`config.mk`:
```
export PLATFORM = sky130hd
export DESIGN_NAME = uart_duplex
export DESIGN_NICKNAME = d
export VERILOG_FILES = /design/src/rtl/uart_duplex.sv
export SDC_FILE = /design/constraint.sdc
export NUM_CORES = 1
export LEC_CHECK = 0
export CAP_MARGIN = 30
export CORE_MARGIN = 2
export CORE_UTILIZATION = 56
export DETAILED_ROUTE_END_ITERATION = 7
export PLACE_DENSITY_LB_ADDON = 0.15
export SYNTH_ARGS = -nofsm -noshare
export SYNTH_HDL_FRONTEND = slang
export SYNTH_SLANG_ARGS = --single-unit
```
`constraint.sdc`:
```
create_clock -name clk -period 2.2 [get_ports clk]
set_input_delay 0.66 -clock clk [delete_from_list [all_inputs] [get_ports clk]]
set_output_delay 0.66 -clock clk [all_outputs]
set_load 0.05 [all_outputs]
```
`src/rtl/uart_duplex.sv`:
```
// Full-duplex UART: independent TX and RX state machines with configurable
// width, parity and stop bits, ready/valid handshakes and per-word error flags.
module uart_duplex #(
   parameter int CLK_DIV   = 16,
   parameter int DATA_BITS = 8,
   parameter int PARITY    = 0,
   parameter int STOP_BITS = 1
) (
   input  logic                 clk,
   input  logic                 rst,
   output logic                 tx,
   input  logic                 rx,
   input  logic                 tx_valid,
   input  logic [DATA_BITS-1:0] tx_data,
   output logic                 tx_ready,
   output logic                 rx_valid,
   output logic [DATA_BITS-1:0] rx_data,
   input  logic                 rx_ready,
   output logic                 rx_parity_err,
   output logic                 rx_frame_err,
   output logic                 rx_overrun
);

   localparam int HALF = CLK_DIV / 2;
   localparam int CW   = $clog2(STOP_BITS * CLK_DIV + 1);
   localparam int BW   = $clog2(DATA_BITS + 1);

   localparam logic [CW-1:0] BIT_LAST   = CW'(CLK_DIV - 1);
   localparam logic [CW-1:0] HALF_LAST  = CW'(HALF - 1);
   localparam logic [CW-1:0] STOP_LAST  = CW'(STOP_BITS * CLK_DIV - 1);
   localparam logic [BW-1:0] DATA_LAST  = BW'(DATA_BITS - 1);
   localparam logic [BW-1:0] STOPS_LAST = BW'(STOP_BITS - 1);
   localparam logic          PAR_EN     = (PARITY != 0);
   localparam logic          PAR_ODD    = (PARITY == 1);

   typedef enum logic [2:0] {
      S_IDLE,
      S_START,
      S_DATA,
      S_PARITY,
      S_STOP
   } state_t;

   // Parity bit that makes data plus parity odd or even as configured
   function automatic logic calc_parity(input logic [DATA_BITS-1:0] d);
      return PAR_ODD ? ~(^d) : (^d);
   endfunction

   state_t                tx_state_q, tx_state_d;
   logic [CW-1:0]         tx_cnt_q, tx_cnt_d;
   logic [BW-1:0]         tx_bit_q, tx_bit_d;
   logic [DATA_BITS-1:0]  tx_shift_q, tx_shift_d;
   logic                  tx_par_q, tx_par_d;
   logic                  tx_q, tx_d;

   always_comb begin
      tx_state_d = tx_state_q;
      tx_cnt_d   = tx_cnt_q + CW'(1);
      tx_bit_d   = tx_bit_q;
      tx_shift_d = tx_shift_q;
      tx_par_d   = tx_par_q;
      tx_d       = tx_q;
      case (tx_state_q)
         S_IDLE: begin
            tx_cnt_d = '0;
            tx_d     = 1'b1;
            if (tx_valid) begin
               tx_state_d = S_START;
               tx_shift_d = tx_data;
               tx_par_d   = calc_parity(tx_data);
               tx_d       = 1'b0;
            end
         end
         S_START: begin
            if (tx_cnt_q == BIT_LAST) begin
               tx_state_d = S_DATA;
               tx_cnt_d   = '0;
               tx_bit_d   = '0;
               tx_d       = tx_shift_q[0];
            end
         end
         S_DATA: begin
            if (tx_cnt_q == BIT_LAST) begin
               tx_cnt_d = '0;
               if (tx_bit_q == DATA_LAST) begin
                  if (PAR_EN) begin
                     tx_state_d = S_PARITY;
                     tx_d       = tx_par_q;
                  end else begin
                     tx_state_d = S_STOP;
                     tx_d       = 1'b1;
                  end
               end else begin
                  tx_bit_d   = tx_bit_q + BW'(1);
                  tx_shift_d = tx_shift_q >> 1;
                  tx_d       = tx_shift_q[1];
               end
            end
         end
         S_PARITY: begin
            if (tx_cnt_q == BIT_LAST) begin
               tx_state_d = S_STOP;
               tx_cnt_d   = '0;
               tx_d       = 1'b1;
            end
         end
         S_STOP: begin
            // All stop bits are timed as one long high period
            if (tx_cnt_q == STOP_LAST) begin
               tx_state_d = S_IDLE;
               tx_cnt_d   = '0;
            end
         end
         default: begin
            tx_state_d = S_IDLE;
            tx_cnt_d   = '0;
            tx_d       = 1'b1;
         end
      endcase
   end

   always_ff @(posedge clk) begin
      if (rst) begin
         tx_state_q <= S_IDLE;
         tx_cnt_q   <= '0;
         tx_bit_q   <= '0;
         tx_shift_q <= '0;
         tx_par_q   <= 1'b0;
         tx_q       <= 1'b1;
      end else begin
         tx_state_q <= tx_state_d;
         tx_cnt_q   <= tx_cnt_d;
         tx_bit_q   <= tx_bit_d;
         tx_shift_q <= tx_shift_d;
         tx_par_q   <= tx_par_d;
         tx_q       <= tx_d;
      end
   end

   assign tx       = tx_q;
   assign tx_ready = (tx_state_q == S_IDLE);

   // rx is asynchronous to clk; everything downstream sees only rx_s_q
   logic rx_meta_q, rx_s_q;

   always_ff @(posedge clk) begin
      if (rst) begin
         rx_meta_q <= 1'b1;
         rx_s_q    <= 1'b1;
      end else begin
         rx_meta_q <= rx;
         rx_s_q    <= rx_meta_q;
      end
   end

   state_t                rx_state_q, rx_state_d;
   logic [CW-1:0]         rx_cnt_q, rx_cnt_d;
   logic [BW-1:0]         rx_bit_q, rx_bit_d;
   logic [DATA_BITS-1:0]  rx_shift_q, rx_shift_d;
   logic                  rx_par_bit_q, rx_par_bit_d;
   logic                  rx_stop_err_q, rx_stop_err_d;
   logic                  rx_valid_q, rx_valid_d;
   logic [DATA_BITS-1:0]  rx_data_q, rx_data_d;
   logic                  rx_perr_q, rx_perr_d;
   logic                  rx_ferr_q, rx_ferr_d;
   logic                  rx_ovr_q, rx_ovr_d;
   logic                  rx_done;
   logic                  rx_ferr_now;
   logic                  rx_perr_now;

   assign rx_ferr_now = rx_stop_err_q | ~rx_s_q;
   assign rx_perr_now = PAR_EN & (calc_parity(rx_shift_q) != rx_par_bit_q);

   always_comb begin
      rx_state_d    = rx_state_q;
      rx_cnt_d      = rx_cnt_q + CW'(1);
      rx_bit_d      = rx_bit_q;
      rx_shift_d    = rx_shift_q;
      rx_par_bit_d  = rx_par_bit_q;
      rx_stop_err_d = rx_stop_err_q;
      rx_valid_d    = rx_valid_q;
      rx_data_d     = rx_data_q;
      rx_perr_d     = rx_perr_q;
      rx_ferr_d     = rx_ferr_q;
      rx_ovr_d      = rx_ovr_q;
      rx_done       = 1'b0;
      case (rx_state_q)
         S_IDLE: begin
            rx_cnt_d = '0;
            if (!rx_s_q) begin
               rx_state_d = S_START;
            end
         end
         S_START: begin
            // Mid-start sample; a line already back high was only a glitch
            if (rx_cnt_q == HALF_LAST) begin
               rx_cnt_d      = '0;
               rx_bit_d      = '0;
               rx_stop_err_d = 1'b0;
               rx_state_d    = rx_s_q ? S_IDLE : S_DATA;
            end
         end
         S_DATA: begin
            if (rx_cnt_q == BIT_LAST) begin
               rx_cnt_d   = '0;
               rx_shift_d = {rx_s_q, rx_shift_q[DATA_BITS-1:1]};
               if (rx_bit_q == DATA_LAST) begin
                  rx_bit_d   = '0;
                  rx_state_d = PAR_EN ? S_PARITY : S_STOP;
               end else begin
                  rx_bit_d = rx_bit_q + BW'(1);
               end
            end
         end
         S_PARITY: begin
            if (rx_cnt_q == BIT_LAST) begin
               rx_cnt_d     = '0;
               rx_bit_d     = '0;
               rx_par_bit_d = rx_s_q;
               rx_state_d   = S_STOP;
            end
         end
         S_STOP: begin
            if (rx_cnt_q == BIT_LAST) begin
               rx_cnt_d      = '0;
               rx_stop_err_d = rx_ferr_now;
               if (rx_bit_q == STOPS_LAST) begin
                  rx_done    = 1'b1;
                  rx_state_d = S_IDLE;
               end else begin
                  rx_bit_d = rx_bit_q + BW'(1);
               end
            end
         end
         default: begin
            rx_state_d = S_IDLE;
            rx_cnt_d   = '0;
         end
      endcase

      // A completing frame wins over a plain consume; same-cycle consume reloads
      if (rx_done) begin
         if (!rx_valid_q || rx_ready) begin
            rx_valid_d = 1'b1;
            rx_data_d  = rx_shift_q;
            rx_perr_d  = rx_perr_now;
            rx_ferr_d  = rx_ferr_now;
            rx_ovr_d   = 1'b0;
         end else begin
            rx_ovr_d = 1'b1;
         end
      end else if (rx_valid_q && rx_ready) begin
         rx_valid_d = 1'b0;
         rx_perr_d  = 1'b0;
         rx_ferr_d  = 1'b0;
         rx_ovr_d   = 1'b0;
      end
   end

   always_ff @(posedge clk) begin
      if (rst) begin
         rx_state_q    <= S_IDLE;
         rx_cnt_q      <= '0;
         rx_bit_q      <= '0;
         rx_shift_q    <= '0;
         rx_par_bit_q  <= 1'b0;
         rx_stop_err_q <= 1'b0;
         rx_valid_q    <= 1'b0;
         rx_data_q     <= '0;
         rx_perr_q     <= 1'b0;
         rx_ferr_q     <= 1'b0;
         rx_ovr_q      <= 1'b0;
      end else begin
         rx_state_q    <= rx_state_d;
         rx_cnt_q      <= rx_cnt_d;
         rx_bit_q      <= rx_bit_d;
         rx_shift_q    <= rx_shift_d;
         rx_par_bit_q  <= rx_par_bit_d;
         rx_stop_err_q <= rx_stop_err_d;
         rx_valid_q    <= rx_valid_d;
         rx_data_q     <= rx_data_d;
         rx_perr_q     <= rx_perr_d;
         rx_ferr_q     <= rx_ferr_d;
         rx_ovr_q      <= rx_ovr_d;
      end
   end

   assign rx_valid      = rx_valid_q;
   assign rx_data       = rx_data_q;
   assign rx_parity_err = rx_perr_q;
   assign rx_frame_err  = rx_ferr_q;
   assign rx_overrun    = rx_ovr_q;

endmodule

```
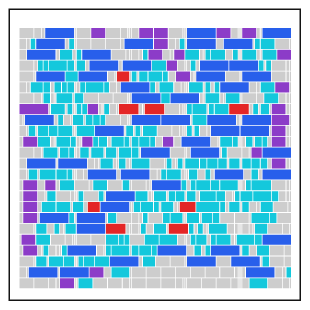
(run_1/cell_classes.png)
Drawn at 4 px/um. Fill, decap, tap and diode cells in grey.
Key: red = clock drivers and dummy loads [cells 8, share of their area 3.3%]; cyan = all other logic [cells 212, share of their area 49%]; purple = other buffers and delay cells [cells 32, share of their area 11%]; blue = flops [cells 55, share of their area 37%]
Core ar.: 0.00444 mm2
row count: 24
fin area: 0.00301 mm2
final core occ: 0.677

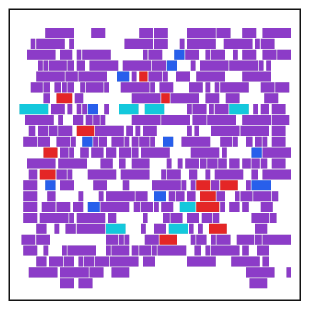
(run_1/drive_strength.png)
Drawn at 4 px/um.
Key: blue = drive 3 to 4 [cells 11]; purple = drive 1 or less [cells 277]; red = drive 2 [cells 12]; cyan = drive 6 and up [cells 7]

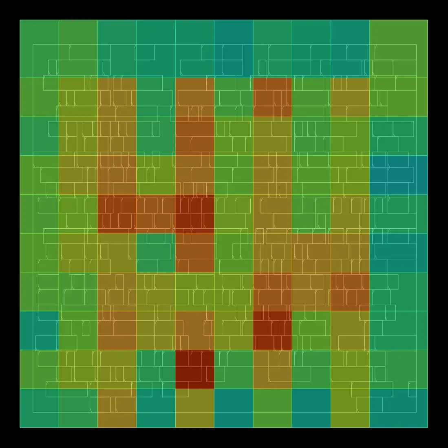
(run_1/final_congestion.png)
routed length per instance: 12.9 um
met1 GRT Util: 0.256
M3 GR Usage: 0.0444
met2 global-route usage: 0.290
Most Crowded Layer GR: met2

==> changes_impl.md, run 1 <==
### Changed

* Cell area after synthesis at 0.00262 mm2
* Slowest-stage cell, CP: clkdlybuf4s50_1
* Synth flops at 55
* CTS H-tree depth at 2
* Clock slew at reported path FFs at 0.10 ns
* Yosys chip area at 0.00262 mm2
* Final hold viol count at 0
* Residual DRC at 0
* Setup TNS at 0 ns
* Hold Path Class: reg -> reg
* Worst path max stage delay at 0.82 ns
* CTS Buffer Depth at 2
* Vias per cell at 5.69
* Fp_density at 0.589
* Die ar. at 0.00524 mm2
* Status: finished, final reports clean
* EDFF count, synth at 0
* Post-CTS setup buffers at 0
* Drt initial violations at 85
* ANT cells at 0
* CP Max Fanout at 2
* Clk ins delay skew pair at 0.31 ns
* Tool warnings at 28
* Power, Total at 0.00177 W
* Leak at 1.25 nW
* Synth Instances at 284
* Final Skew at 0.00649 ns
* Post_cts resized at 0
* Count of different cell masters after synthesis at 55
* Critical Path RT at 1.54 ns
* DP Worst Slack at 0.0631 ns
* Ys cells at 284
* Initial antenna violation count at 0
* Hold buffers post-CTS at 0
* CP cell instances: clkdlybuf4s50_1
* Synth Warn # at 0
* Period utilization at 0.976
* Grt ovf at 0
* Final WL at 4630 um
* Placed Cells at 351
* Delay-heaviest family, CP: buffers and inverters
* Fmax at 466 MHz
* First-pass GRT wire length at 7910 um
* Stages on worst setup path at 1
* GPL Wtd Cong at 0.831
* Worst VDD drop at 0.000314 V
* Detailed placer's ending HPWL at 3300 um
* Sequential area share after synthesis at 0.420
* Fin cells at 359
* CTS Buf Count at 5
* Pwr/cell area at 589 mW/mm2
* Ys async rst share at 0
* CTS tree: done
* Worst slew margin at 0.636
* Worst Tran Pin Value at 0.544 ns
run 1: kinds of logic (layout without fill, tap and decap cells):
logic type | after synthesis | after routing | synth area share
simple gates | 107 | 107 | 0.219
flops | 55 | 55 | 0.420
compound gates | 49 | 49 | 0.142
buf+inv | 31 | 54 | 0.0554
mux | 27 | 27 | 0.104
fa+ha+maj | 8 | 8 | 0.0382
xor+xnor | 6 | 6 | 0.0201
other cells | 1 | 1 | 0.00143
run 1: layer usage:
metal / global-route usage / wire length (um) / up-vias
met2: 0.290 / 2090 / 39
met4: 0.0535 / 68 / 0
met3: 0.0444 / 148 / 6
met1: 0.256 / 2320 / 947
li1: - / - / 1051
met5: 0 / 0 / -
run 1: cells in the final DEF (no fill, tap or decap), drive strengths merged, types with 2 or more instances in the layout:
master	Yosys	routed
a211oi	9	9
nor2	43	43
xnor2	4	4
buf	10	8
dfxtp	55	55
clkdlybuf4s50	0	23
nand4	2	2
clkbuf	7	5
nor2b	5	5
nand2b	4	4
o2111ai	3	3
o211a	2	2
nor3	8	8
o21ai	8	8
a21oi	6	6
nor3b	4	4
a32o	2	2
nand3	10	10
a31oi	2	2
xor2	2	2
inv	14	15
ha	8	8
o32ai	6	6
nor4b	2	2
or2	3	3
mux2i	26	26
a22oi	3	3
and2	2	2
nand2	13	13
clkinv	0	2
nand4b	2	2
run 1: worst paths after layout:
| check | from | endpoint |
|---|---|---|
| worst max-delay path | rx_data[4]$_SDFFE_PP0P_ | rx_data[4] |
| worst max register to register | rx_bit_q[0]$_SDFFE_PP0P_ | rx_bit_q[0]$_SDFFE_PP0P_ |
| worst min register to register | rx_meta_q$_SDFF_PP1_ | rx_s_q$_SDFF_PP1_ |
| worst min-delay path | rx_meta_q$_SDFF_PP1_ | rx_s_q$_SDFF_PP1_ |
run 1: cells in the mapped netlist (3+ instances only):
cell type	instances	area (um2)
a211oi_1	9	67.6
a21oi_1	6	30.0
a22oi_1	3	22.5
buf_2	5	25.0
buf_4	4	30.0
clkbuf_1	7	26.3
dfxtp_1	55	1100
ha_1	8	100
inv_1	14	52.6
mux2i_1	26	260
nand2_1	13	48.8
nand2b_1	4	25.0
nand3_1	9	45.0
nor2_1	43	161
nor2b_1	5	31.3
nor3_1	8	40.0
nor3b_2	3	37.5
o2111ai_1	3	26.3
o21ai_0	8	40.0
o32ai_1	5	43.8
xnor2_1	4	35.0
run 1: report_power, final:
group          internal, W  total (W)  switching, W
clock network     0.000237   0.000586      0.000349
registers          0.00102    0.00103     0.0000179
logic            0.0000718   0.000152     0.0000806
total              0.00133    0.00177      0.000448
run 1: final cells by class:
class,count,area (um2)
fillers,363,1440
multi-input cells,198,1380
flip-flops and latches,55,1100
repair buffers,32,315
clock buffers,5,68.8
well taps,52,65.1
inverters,14,52.6
clock inverters,3,28.8
run 1: sequential cells by signal (all words and copies together), names as in the netlist:
signal / flops
rx_s_q: 1
rx_frame_err: 1
rx_data: 8
rx_overrun: 1
tx_state_q: 3
tx_shift_q: 8
rx_stop_err_q: 1
tx: 1
rx_valid: 1
tx_cnt_q: 5
rx_meta_q: 1
rx_cnt_q: 5
tx_bit_q: 4
rx_shift_q: 8
rx_bit_q: 4
rx_state_q: 3
==> run 2, diff against run 1 <==
--- a/config.mk
+++ b/config.mk
@@ -8,6 +8,7 @@
 export CAP_MARGIN = 30
 export CORE_MARGIN = 2
 export CORE_UTILIZATION = 56
+export CTS_CLUSTER_DIAMETER = 50
 export DETAILED_ROUTE_END_ITERATION = 7
 export PLACE_DENSITY_LB_ADDON = 0.15
 export SYNTH_ARGS = -nofsm -noshare
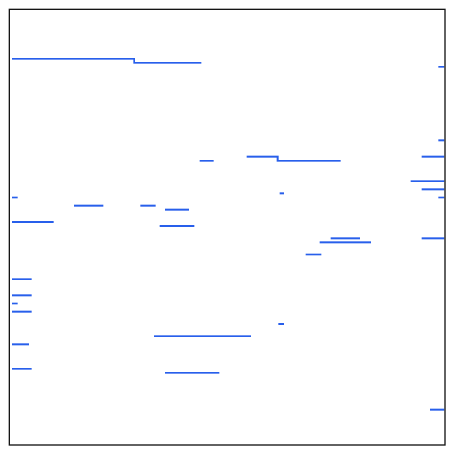
(run_2/met3.png)
Drawn at 6 px/um.
The layer holds 3.2% of the routed length. 26 nets have wire on it. The wires run mostly horizontal.
vias: 2043
final WL: 4630 um

==> run 2 against run 1 <==
  * Total power did not move
  * Maximum frequency unchanged
  * Combinational power is essentially flat
  * Cell area did not move
  * First-iteration DRC count did not move
  * Sequential power is essentially flat
  * Critical path type unchanged
==> changes_impl.md, run 2 <==
### Changed

* Status: finished, final reports clean
* Routed length per instance at 12.9 um (unchanged)
* M3 GR Usage at 0.0444 (unchanged)
* Xor/xnor share at 0.0201 (unchanged)
* Synth Instances at 284 (unchanged)
* Pwr/cell area at 589 mW/mm2 (unchanged)
* Top-count cell post-synth: dfxtp_1
* ANT cells at 0 (unchanged)
* Worst VDD drop at 0.000314 V (unchanged)
* Tmin final at 2.15 ns
* Most Crowded Layer GR: met2
* CTS tree: done
* Delay-heaviest family, CP: buffers and inverters
* Core ar. at 0.00444 mm2 (unchanged)
* Fin cells at 359 (unchanged)
* Count of different cell masters after synthesis at 55 (unchanged)
* Most common logic cell in the routed design: dfxtp_1
* Vias per cell at 5.69 (unchanged)
* Worst Tran Pin Value at 0.544 ns (unchanged)
* Die ar. at 0.00524 mm2 (unchanged)
* Synth Warn # at 0 (unchanged)
* CTS H-tree depth at 2 (unchanged)
* Fmax at 466 MHz (unchanged)
* Initial antenna violation count at 0 (unchanged)
* Critical Path RT at 1.54 ns (about the same)
* Yosys chip area at 0.00262 mm2 (unchanged)
* Grt ovf at 0 (unchanged)
* Cell area leaders: dfxtp_1 42%, mux2i_1 9.9%, nor2_1 6.2%, ha_1 3.8%, a211oi_1 2.6%
* Cell area after synthesis at 0.00262 mm2 (unchanged)
* Final hold viol count at 0 (unchanged)
* CTS Buf Count at 5 (unchanged)
* Leak at 1.25 nW (unchanged)
* Synth area leader: dfxtp_1
* GPL Wtd Cong at 0.831 (unchanged)
* Aoi share at 0.142 (unchanged)
* Synth top cells by count: 55 x dfxtp_1, 43 x nor2_1, 26 x mux2i_1
* Fp_density at 0.589 (unchanged)
* EDFF count, synth at 0 (unchanged)
* Hold buffers post-CTS at 0 (unchanged)
* Sequential area share after synthesis at 0.420 (unchanged)
* Drt initial violations at 85 (unchanged)
* Primary FF master, synth: dfxtp_1
* Slowest-stage cell, CP: clkdlybuf4s50_1
* Clk ins delay skew pair at 0.31 ns (about the same)
* Hold Path Class: reg -> reg
* Met2 global-route usage at 0.290 (unchanged)
* CTS Buffer Depth at 2 (unchanged)
* Detailed placer's ending HPWL at 3300 um (unchanged)
* Simple share at 0.219 (unchanged)
* Fillers at 363 (unchanged)
* Setup TNS at 0 ns (unchanged)
* Tool warnings at 28 (unchanged)
* Ys cells at 284 (unchanged)
* Most frequent cells in the layout: 55 x dfxtp_1, 43 x nor2_1, 26 x mux2i_1
* Worst path max stage delay at 0.82 ns (about the same)
* First-pass GRT wire length at 7910 um (unchanged)
* Synth flops at 55 (unchanged)
* Final Skew at 0.00649 ns (unchanged)
* Comb area leader: simple AND/OR/NAND/NOR gates
* Adders+Majority by Area at 0.0382 (unchanged)
* Placed Cells at 351 (unchanged)
* Worst slew margin at 0.636 (unchanged)
* Period utilization at 0.976 (unchanged)
* Top cell area share at 0.420 (unchanged)
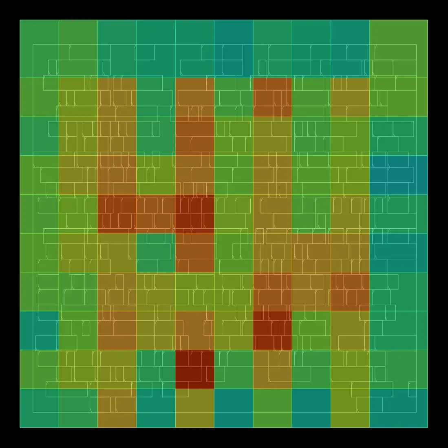
(run_2/final_congestion.png)
GRT Util Overall: 0.185

-- run 2: cell counts after synthesis --
Identical to the previous run, type by type.
-- run 2: layout make-up --
class,instances,area (um2),area share
repair buffers,32,315,0.105
flip-flops and latches,55,1100,0.366
multi-input cells,198,1380,0.458
inverters,14,52.6,0.0175
well taps,52,65.1,0.0216
clock buffers,5,68.8,0.0229
clock inverters,3,28.8,0.00956
-- run 2: cells by family (layout without fill, tap and decap cells) --
| kind of cell | count (synthesis) | count (layout) |
|---|---|---|
| XOR/XNOR | 6 | 6 |
| multiplexers | 27 | 27 |
| other | 1 | 1 |
| flip-flops | 55 | 55 |
| AND/OR/NAND/NOR | 107 | 107 |
| buffers and inverters | 31 | 54 |
| AND-OR/OR-AND | 49 | 49 |
| adder cells (fa/ha/maj) | 8 | 8 |
-- run 2: worst paths after layout --
path,endpoint,cells after the start,startpoint
worst max-delay path,rx_data[4],1,rx_data[4]$_SDFFE_PP0P_
worst min-delay path,rx_s_q$_SDFF_PP1_,1,rx_meta_q$_SDFF_PP1_
worst max register to register,rx_bit_q[0]$_SDFFE_PP0P_,6,rx_bit_q[0]$_SDFFE_PP0P_
worst min register to register,rx_s_q$_SDFF_PP1_,1,rx_meta_q$_SDFF_PP1_
-- run 2: power breakdown --
group / switching [W] / internal, W / leakage (nW)
registers: 0.0000179 / 0.00102 / 0.446
clock network: 0.000349 / 0.000237 / 0.0502
logic: 0.0000806 / 0.0000718 / 0.755
-- run 2: worst reg2reg max path, stage by stage (launching register included) --
cell,delay (ns)
dfxtp_1,0.42
inv_1,0.07
ha_1,0.20
nor3b_2,0.19
nor4_2,0.42
o2111ai_1,0.28
o22ai_1,0.20
-- run 2: timing repair --
action | 4_1_cts | 5_1_grt
gates resized | 0 | 1
setup buffers | 0 | 0
setup endpoints to repair | 0 | 1
-- run 2: routing by layer --
layer / routed length [um] / up-vias
li1: - / 1051
met1: 2320 / 947
met4: 68 / 0
met2: 2090 / 39
met5: 0 / -
met3: 148 / 6
-- run 2: stage by stage --
stage,cell area (um2),power (W),util,hold WS (ns),setup WS [ns]
final,3010,0.00177,0.677,0.413,0.0520
after global routing,3010,0.00185,0.677,0.427,0.0179
after CTS,3010,0.00179,0.677,0.411,0.0267
after detailed placement,2910,0.00121,0.655,0.395,0.0631
after global placement,2910,0.00121,0.655,0.403,0.0818
after floorplan,2620,0.00116,-,0.389,0.316
==> run 3, diff against run 2 <==
--- a/config.mk
+++ b/config.mk
@@ -5,7 +5,7 @@
 export SDC_FILE = /design/constraint.sdc
 export NUM_CORES = 1
 export LEC_CHECK = 0
-export CAP_MARGIN = 30
+export CAP_MARGIN = 20
 export CORE_MARGIN = 2
 export CORE_UTILIZATION = 56
 export CTS_CLUSTER_DIAMETER = 50
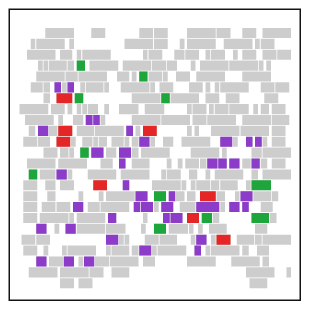
(run_3/gate_families.png)
Drawn at 4 px/um.
Key: red = AND-OR and OR-AND gates [cells 8, most used o211a_1]; green = AND and OR gates [cells 11]; purple = inverting AOI/OAI gates [cells 41, most used a211oi_1]

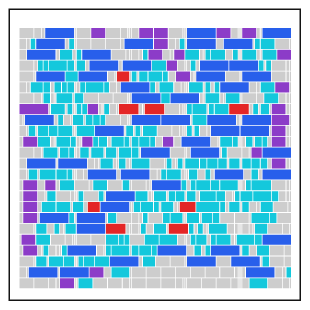
(run_3/cell_classes.png)
Drawn at 4 px/um. Fill, decap, tap and diode cells in grey.
Key: blue = flops [cells 55, share of their area 37%]; purple = other buffers and delay cells [cells 32, share of their area 11%]; cyan = all other logic [cells 212, share of their area 49%]; red = clock drivers and dummy loads [cells 8, share of their area 3.3%]

==> run 3 against run 2 <==
  * Synthesized area unchanged
  * Clock power barely moved
  * Cell count did not move
  * Critical path depth unchanged
  * Clock-buffer cell count unchanged
  * Sequential power is essentially flat
  * Synthesized cell count unchanged
  * Setup slack did not move
  * Maximum frequency unchanged
  * Die size unchanged
  * Via count is the same
==> changes_impl.md, run 3 <==
### Changed

* Fmax at 466 MHz (unchanged)
* Leak at 1.25 nW (unchanged)
* R2r endpoint: rx_bit_q[0]$_SDFFE_PP0P_
* Top cell area share at 0.420 (unchanged)
* Worst slew margin at 0.636 (unchanged)
* Stages on worst setup path at 1 (unchanged)
* Final WL at 4630 um (unchanged)
* Vias at 2043 (unchanged)
* Critical Path RT at 1.54 ns (about the same)
* Tmin final at 2.15 ns (unchanged)
* Ys cells at 284 (unchanged)
* Period utilization at 0.976 (unchanged)
* Slowest-stage cell, CP: clkdlybuf4s50_1
* EDFF count, synth at 0 (unchanged)
* Io pins at 27
* Status: finished, final reports clean
* Clk ins delay skew pair at 0.31 ns (about the same)
* CTS Buf Count at 5 (unchanged)
* Cell area after synthesis at 0.00262 mm2 (unchanged)
* Worst Tran Pin Value at 0.544 ns (unchanged)
* Detailed placer's ending HPWL at 3300 um (unchanged)
* Sequential area share after synthesis at 0.420 (unchanged)
* Crit path from: rx_data[4]$_SDFFE_PP0P_
* Crit path to: rx_data[4]
* Core ar. at 0.00444 mm2 (unchanged)
* Worst VDD drop at 0.000314 V (unchanged)
* Post_cts resized at 0 (unchanged)
* Synth area leader: dfxtp_1
* ANT cells at 0 (unchanged)
* Grt ovf at 0 (unchanged)
* Worst R2R Path Depth at 6 (unchanged)
* Fin cells at 359 (unchanged)
* Synth flops at 55 (unchanged)
* GRT Util Overall at 0.185 (unchanged)
* Synth top cells by count: 55 x dfxtp_1, 43 x nor2_1, 26 x mux2i_1
* GPL Wtd Cong at 0.831 (unchanged)
* Most frequent cells in the layout: 55 x dfxtp_1, 43 x nor2_1, 26 x mux2i_1
* Placed Cells at 351 (unchanged)
* Primary FF master, synth: dfxtp_1
* Cell area leaders: dfxtp_1 42%, mux2i_1 9.9%, nor2_1 6.2%, ha_1 3.8%, a211oi_1 2.6%
* Final hold viol count at 0 (unchanged)
* CTS tree: done
* Setup TNS at 0 ns (unchanged)
* Delay-heaviest family, CP: buffers and inverters
* Post-CTS setup buffers at 0 (unchanged)
* Initial antenna violation count at 0 (unchanged)
* Worst path max stage delay at 0.82 ns (about the same)
* Final Skew at 0.00649 ns (unchanged)
* Die ar. at 0.00524 mm2 (unchanged)
* Synth Warn # at 0 (unchanged)
* Fin area at 0.00301 mm2 (unchanged)
* Yosys chip area at 0.00262 mm2 (unchanged)
* Most common logic cell in the routed design: dfxtp_1
* Min Hold Slack at 0.413 ns (unchanged)
* CTS H-tree depth at 2 (unchanged)
* CTS Buffer Depth at 2 (unchanged)
* Drt initial violations at 85 (unchanged)
* Routed length per instance at 12.9 um (unchanged)
* Synth Instances at 284 (unchanged)
* Top-count cell post-synth: dfxtp_1
* Syn Area/Cell at 9.22 um2
* Area after DPL at 0.00291 mm2 (unchanged)
* Tool warnings at 28 (unchanged)
* First-pass GRT wire length at 7910 um (unchanged)
* Hold Path Class: reg -> reg
* Fillers at 363 (unchanged)
* Vias per cell at 5.69 (unchanged)
* Largest net degree at the start of global routing at 24
* Fp_density at 0.589 (unchanged)
* Count of different cell masters after synthesis at 55 (unchanged)
* Pwr/cell area at 589 mW/mm2 (unchanged)
* Hold buffers post-CTS at 0 (unchanged)
* Crit path DAT at 1.49 ns
-- run 3: cell counts after synthesis --
Identical to the previous run, type by type.
-- run 3: layout make-up --
| class | count | area, um2 | share of cell area |
|---|---|---|---|
| multi-input cells | 198 | 1380 | 0.458 |
| flip-flops and latches | 55 | 1100 | 0.366 |
| repair buffers | 32 | 315 | 0.105 |
| clock buffers | 5 | 68.8 | 0.0229 |
| well taps | 52 | 65.1 | 0.0216 |
| inverters | 14 | 52.6 | 0.0175 |
| clock inverters | 3 | 28.8 | 0.00956 |
-- run 3: logic make-up (layout without fill, tap and decap cells) --
logic type	count (synthesis)	after routing	synth area share
multiplexers	27	27	0.104
AND/OR/NAND/NOR	107	107	0.219
adder cells (fa/ha/maj)	8	8	0.0382
flip-flops	55	55	0.420
XOR/XNOR	6	6	0.0201
AND-OR/OR-AND	49	49	0.142
buffers and inverters	31	54	0.0554
other	1	1	0.00143
-- run 3: report_power, final --
group | total [W] | internal [W] | switching, W
clock | 0.000586 | 0.000237 | 0.000349
combinational | 0.000152 | 0.0000718 | 0.0000806
sequential | 0.00103 | 0.00102 | 0.0000179
-- run 3: per-layer routing --
layer,up-vias,track usage,wire length (um),part of all wire
met1,947,0.256,2320,0.50
met4,0,0.0535,68,0.015
li1,1051,-,-,-
met2,39,0.290,2090,0.45
met5,-,0,0,0
met3,6,0.0444,148,0.032
-- run 3: worst min path at each step --
| stage | startpoint | endpoint | cells after the start |
|---|---|---|---|
| 2_1_floorplan | rx_meta_q$_SDFF_PP1_ | rx_s_q$_SDFF_PP1_ | 1 |
| 4_1_cts | rx_meta_q$_SDFF_PP1_ | rx_s_q$_SDFF_PP1_ | 1 |
| 5_1_grt | rx_meta_q$_SDFF_PP1_ | rx_s_q$_SDFF_PP1_ | 1 |
| 3_5_place_dp | rx_meta_q$_SDFF_PP1_ | rx_s_q$_SDFF_PP1_ | 1 |
| 3_3_place_gp | rx_meta_q$_SDFF_PP1_ | rx_s_q$_SDFF_PP1_ | 1 |
| 6_report | rx_meta_q$_SDFF_PP1_ | rx_s_q$_SDFF_PP1_ | 1 |
-- run 3: per-stage QoR --
step            util  setup WS, ns  total power [W]
2_1_floorplan      -         0.316          0.00116
3_3_place_gp   0.655        0.0818          0.00121
3_5_place_dp   0.655        0.0631          0.00121
4_1_cts        0.677        0.0267          0.00179
5_1_grt        0.677        0.0179          0.00185
6_report       0.677        0.0520          0.00177
No activity file was given, so power comes from the tool's default toggle rates.
